==> config.mk <==
export PLATFORM = sky130hd
export DESIGN_NAME = vga_sync_decoder
export DESIGN_NICKNAME = d
export VERILOG_FILES = /design/src/rtl/vga_sync_decoder.sv
export SDC_FILE = /design/constraint.sdc
export NUM_CORES = 1
export LEC_CHECK = 0
export CORE_MARGIN = 2
export CORE_UTILIZATION = 25
export DETAILED_ROUTE_END_ITERATION = 8
export PLACE_DENSITY = 0.41
export SKIP_LAST_GASP = 1
export SYNTH_ARGS = -nofsm -noshare
export SYNTH_HDL_FRONTEND = slang
export SYNTH_SLANG_ARGS = --single-unit
==> constraint.sdc <==
create_clock -name Clk50 -period 4.4 [get_ports Clk50]
set_clock_uncertainty 0.15 [all_clocks]
set_input_delay 0.88 -clock Clk50 [delete_from_list [all_inputs] [get_ports Clk50]]
set_output_delay 0.88 -clock Clk50 [all_outputs]
set_load 0.05 [all_outputs]
### Sizing map, run 1

Drawn at 2 px/micron.
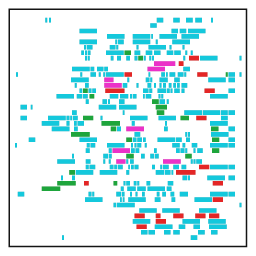
Key: drive 2 = green [cells 23]; drive 6 and up = magenta [cells 8, most used clkbuf_16]; drive 1 or less = cyan [cells 284, most used dfrtp_1]; drive 3 to 4 = red [cells 19, most used mux2_4]
Non-CTS buffers: 35
Area Growth Syn to Fin: 16.5%
Post-Layout Inst Area: 0.00378 sq mm

### Clock nets, run 1

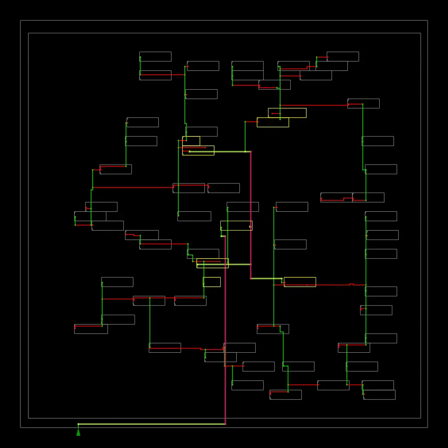
P_clk: 0.486 mW
Seq cells: 56
total CTS buffers: 5
CTS Sinks: 56

### Cells colored by class, run 1

Drawn at 4 px/micron.
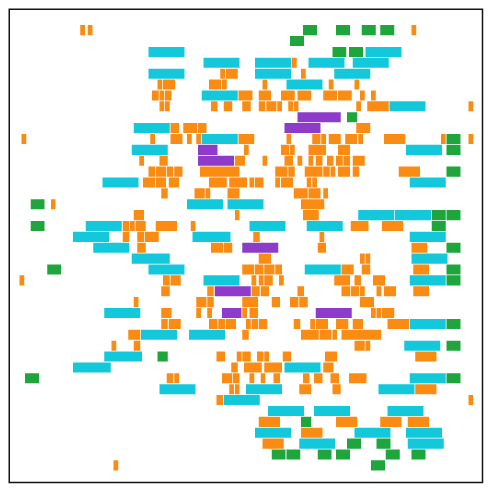
Key: clock drivers and dummy loads = purple [cells 8, share of their area 5.1%]; flip-flops = cyan [cells 56, share of their area 39%]; all other logic = orange [cells 235, share of their area 46%]; other buffers and delay cells = green [cells 35, share of their area 9.6%]
Core ar.: 0.0127 sq mm
num rows: 41
sequential cell area share: 37.2%

==> Changelog: implementation, run 1 <==
## Flow update

* Tool Warnings at 31
* Worst Path Max Fanout at 19
* Most frequent cell after synthesis: dfrtp_1
* Die Area at roughly 0.014 sq mm
* Buffers added on ports at 32
* Clk Latency, worst-skew pair at 290 ps
* DIE HEIGHT at 118 microns
* Die W at 118 microns
* Post-CTS sizing at 0
* Synth flops at 56
* P_leak at about 1.7 nW
* Congestion Overflow GR at 0
* RSZ-0062 raised after global routing: no
* CTS tree: done
* Final slew viol count at 0
* Worst-Margin Slew at between 700 and 800 ps
* Hpwl dp at a little under 5000 microns
* Post-synth top cells: dfrtp_1, nand2_1, nor2_1
* DR vias at 2276
* Post-CTS setup buffers at 0
* Ant diodes at 0
* Worst reg2reg path depth at 8
* Pre-Repair DR Iteration Count at 4
* Slew headroom at around 48%
* Critical Path End Type: register
* Largest net degree at the start of global routing at 37
* Nets@finish at 348
* Main flop type: dfrtp_1
* Ys async rst share at 100%
* Top cells, area: dfrtp_1, mux2_4, dfstp_2
* Setup TNS at 0 ps
* Avg Vias per Cell at 4.50
* Worst Path Arrival at between 3000 and 4000 ps
* First-pass GRT wire length at between 10000 and 15000 microns
* Post-synth seq share at between 40% and 50%
* CP max stage cell: nand3_2
* Worst-path clk slew at 70 ps
* IO Count at 42
* Post-DRT Antenna Nets at 0
* 1st-iter DRT viols at about 140
* Final WL at 6890 microns
* Status: complete, no violations
* Yosys Instances at 316
* Total track usage at approximately 10%
* Fin crit period at 3440 ps
* Peak Freq at 0.291 GHz
* Max-cap violation count at 0
* Slowest stage delay, CP at 600 ps
* Flip-flop count of the largest register after layout at 11
* VDD IR max at 0.000120 V
==> run 1: stage by stage <==
step / hold slack (ps) / instances / total power, mW / util, % / setup WS, ps
global route: 221 / 506 / 1.36 / 29.8 / 614
floorplan: 204 / 324 / 0.764 / - / 1840
global placement: 208 / 498 / 0.814 / 28.4 / 978
CTS: 218 / 506 / 1.31 / 29.8 / 897
finish: 216 / 506 / 1.29 / 29.8 / 962
detailed placement: 207 / 498 / 0.814 / 28.4 / 911
==> run 1: cell usage in the layout (no fill, tap or decap), types with 3 or more instances in the layout <==
master / n
and3_1: 5
a21oi_1: 11
clkdlybuf4s50_1: 32
and2_1: 3
clkbuf_16: 5
ha_1: 8
or3_1: 3
nand3_1: 7
xnor2_1: 7
mux2_4: 13
mux2i_1: 7
dfrtp_1: 52
o31ai_1: 4
nand4_1: 7
xor2_1: 9
inv_1: 16
mux2_2: 4
nand2b_1: 4
a31oi_1: 6
conb_1: 9
nor2_1: 25
dfstp_2: 4
nand2_1: 25
buf_4: 3
nor3_1: 9
o21ai_0: 10
==> run 1: worst max-delay path: cells and delay by family, from the launching register on <==
family                     cells  cell delay, ps
and+or+nand+nor                3            1150
AOI/OAI and AO/OA              2             550
DFF                            1             530
buffers and inverters          1             370
muxes                          1             290
adders and majority gates      1             280
==> run 1: report_power, final <==
group          total [mW]  leakage, nW  internal, mW  switching [mW]
registers           0.601        0.748         0.548          0.0531
clock network       0.486       0.0901         0.300           0.186
logic               0.201        0.818        0.0721           0.128
total                1.29         1.66         0.920           0.367
==> run 1: cell families (layout without fill, tap and decap cells) <==
family	after synthesis	in the layout	share of synthesized area, %
buffers and inverters	50	60	9.26
adder cells (fa/ha/maj)	8	8	3.09
AND-OR/OR-AND	53	53	12.6
other	1	9	0.116
multiplexers	24	24	9.56
AND/OR/NAND/NOR	108	108	17.7
XOR/XNOR	16	16	4.32
flip-flops	56	56	43.3
==> run 1: final cells by class <==
cell class | instances | area (sq um)
multi-input cells | 218 | 1570
clock inverters | 1 | 30.0
flip-flops and latches | 56 | 1410
inverters | 17 | 63.8
clock buffers | 7 | 153
fillers | 1350 | 8890
repair buffers | 35 | 343
well taps | 172 | 215
==> run 1: per-layer routing <==
| layer | wire length (microns) | GRT usage [%] | vias to the layer above |
|---|---|---|---|
| met5 | 0 | 0 | - |
| met4 | 91 | 3.39 | 0 |
| met3 | 198 | 2.03 | 6 |
| met2 | 3010 | 14.9 | 35 |
| met1 | 3580 | 15.5 | 1123 |
| li1 | - | - | 1112 |
==> run 2, diff against run 1 <==
--- a/config.mk
+++ b/config.mk
@@ -8,7 +8,7 @@
 export CORE_MARGIN = 2
 export CORE_UTILIZATION = 25
 export DETAILED_ROUTE_END_ITERATION = 8
-export PLACE_DENSITY = 0.41
+export PLACE_DENSITY = 0.43
 export SKIP_LAST_GASP = 1
 export SYNTH_ARGS = -nofsm -noshare
 export SYNTH_HDL_FRONTEND = slang
==> constraint.sdc (replaced) <==
create_clock -name Clk50 -period 3.1 [get_ports Clk50]
set_clock_uncertainty 0.15 [all_clocks]
set_input_delay 0.62 -clock Clk50 [delete_from_list [all_inputs] [get_ports Clk50]]
set_output_delay 0.62 -clock Clk50 [all_outputs]
set_load 0.05 [all_outputs]
### Clock nets, run 2

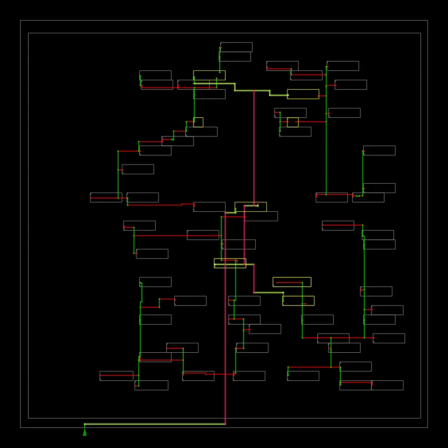
clock buffers: 5
Clk Latency, worst-skew pair: 300 ps
P_clk: 0.660 mW

==> run 2 against run 1 <==
  * Final cell count up 0.59%
  * Highest routed layer unchanged
  * Sequential power is 42% higher
  * Synthesized cell count unchanged
  * Area after synthesis unchanged
  * Clock power is 36% higher
  * Setup slack got worse by 660 ps
  * Core utilization grew 0.29 points
  * Largest cell class unchanged
  * Critical path depth shrank 2
  * First-iteration DRC count decreased by 9.4%
  * Clock-buffer cell count is 2 lower
  * Design area grew 0.96%
  * Maximum frequency grew 23%
==> Changelog: implementation, run 2 <==
## Flow update

* Status: complete, no violations
* Layout cells sized above 1 at 15.7%
* Hpwl dp at 4720 microns (-2.8%)
* Area Growth Syn to Fin at 17.6%
* Final core occ at 30.1% (+0.29 points)
* Post-synth seq share at 43.3% (unchanged)
* Flop2flop setup slack at just over 300 ps
* Post-CTS setup buffers at 0 (unchanged)
* Total track usage at 10.5% (+0.068 points)
* Pre-CTS WS at 352 ps (-559 ps)
* Die W at 118 microns (unchanged)
* Nets@finish at 351 (+0.86%)
* Worst Path Arrival at 2830 ps (-630 ps)
* Dominant logic cell types in the final layout: dfrtp_1, clkdlybuf4s50_1, nor2_1, nand2_1, inv_1
* Worst-path clk slew at 80 ps (about the same)
* Final slew viol count at 0 (unchanged)
* 1st-iter DRT viols at 125 (-9.4%)
* Core ar. at 0.0127 sq mm (unchanged)
* Yosys Instances at 316 (unchanged)
* Worst Path Max Fanout at 24 (+5)
* Ant diodes at 0 (unchanged)
* Worst reg2reg path depth at 6 (-2)
* IO Count at 42 (unchanged)
* Worst-Margin Slew at 737 ps (-37.6 ps)
* Buffers added on ports at 32 (unchanged)
* Largest net degree at the start of global routing at 57 (+54%)
* RSZ-0062 raised after global routing: no
* First-pass GRT wire length at 11800 microns (+0.59%)
* Tool Warnings at 31 (unchanged)
* Ys async rst share at 100% (unchanged)
* Flip-flop count of the largest register after layout at 11 (unchanged)
* Post-CTS Hold Buffers at 0
* P_leak at 1.67 nW (+0.98%)
* DIE HEIGHT at 118 microns (unchanged)
* Avg Vias per Cell at 4.49 (-0.15%)
* Max-cap violation count at 0 (unchanged)
* Die Area at 0.0139 sq mm (unchanged)
* Num rows at 41 (unchanged)
* Peak Freq at 0.358 GHz (+23%)
* Pre-Repair DR Iteration Count at 4 (unchanged)
* Post-Layout Inst Area at 0.00381 sq mm (+0.96%)
* Fin crit period at 2790 ps (-644 ps)
* Final WL at 6760 microns (-1.8%)
* Setup TNS at 0 ps (unchanged)
* CTS Sinks at 56 (unchanged)
* Post-synth top cells: dfrtp_1, nand2_1, nor2_1
* WHS at 218 ps (+1.79 ps)
* Main flop type: dfrtp_1
* Most frequent cell after synthesis: dfrtp_1
* VDD IR max at 0.000182 V (+52%)
* Congestion Overflow GR at 0 (unchanged)
* Slew headroom at 50.2% (+1.9 points)
* PnR worst setup slack at 306 ps (-656 ps)
* Total CTS buffers at 5 (unchanged)
* Commonest Layout Cell: dfrtp_1
* Top cells, area: dfrtp_1, mux2_4, dfstp_2
* Synth flops at 56 (unchanged)
* Post-DRT Antenna Nets at 0 (unchanged)
* CTS tree: done
* Post-CTS sizing at 0 (unchanged)
* Critical Path End Type: register
### Wiring heat map, run 2

Drawn at 3 px/micron. 24 x 24 tiles, from dark purple (low) to yellow (high), scaled to the fullest tile. Values are wire area over tile area, all layers added.
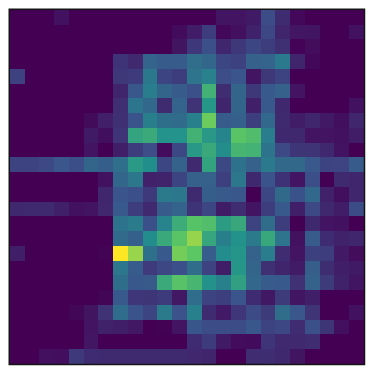
35% of the tiles are nearly empty. The densest ninth of the die: center. The fullest tile reaches 0.48.
DR vias: 2286
drt wl/cell: 13.3 microns

[run 2: per-layer routing]
metal / GRT usage (%) / vias up / part of all wire (%)
met5: 0 / - / 0
met4: 4.07 / 0 / 1.8
met3: 2.33 / 8 / 4.1
met2: 16.1 / 45 / 44
met1: 14.2 / 1107 / 50
li1: - / 1126 / -
[run 2: layout make-up]
cell class                      instances  area (sq um)
Sequential cell                        56          1410
Fill cell                            1315          8860
Clock buffer                            5           125
Timing Repair Buffer                   38           390
Multi-Input combinational cell        218          1570
Inverter                               17          63.8
Tap cell                              172           215
Clock inverter                          3          46.3
[run 2: metrics by stage]
step	instances	power (mW)
floorplan	324	1.08
global placement	501	1.16
detailed placement	501	1.16
CTS	509	1.84
global route	509	1.91
finish	509	1.80
[run 2: kinds of logic after synthesis]
family	after synthesis	synth area share [%]
and+or+nand+nor	108	17.7
DFF	56	43.3
AOI/OAI and AO/OA	53	12.6
buffers and inverters	50	9.26
muxes	24	9.56
xor gates and xnor gates	16	4.32
adders and majority gates	8	3.09
other	1	0.116
[run 2: power by group]
part	internal [mW]	total [mW]	switching, mW	leakage, nW
registers	0.778	0.853	0.0754	0.748
clock network	0.385	0.660	0.275	0.0804
logic	0.108	0.286	0.178	0.844
[run 2: critical path: stages (launching register included)]
cell and delay, ps:
dfrtp_1 540, ha_1 390, o41ai_1 650, a31oi_1 220, nand3_2 140, buf_12 210
mux2_2 350
Power figures rest on the tool's default switching activity, not on a simulated workload.
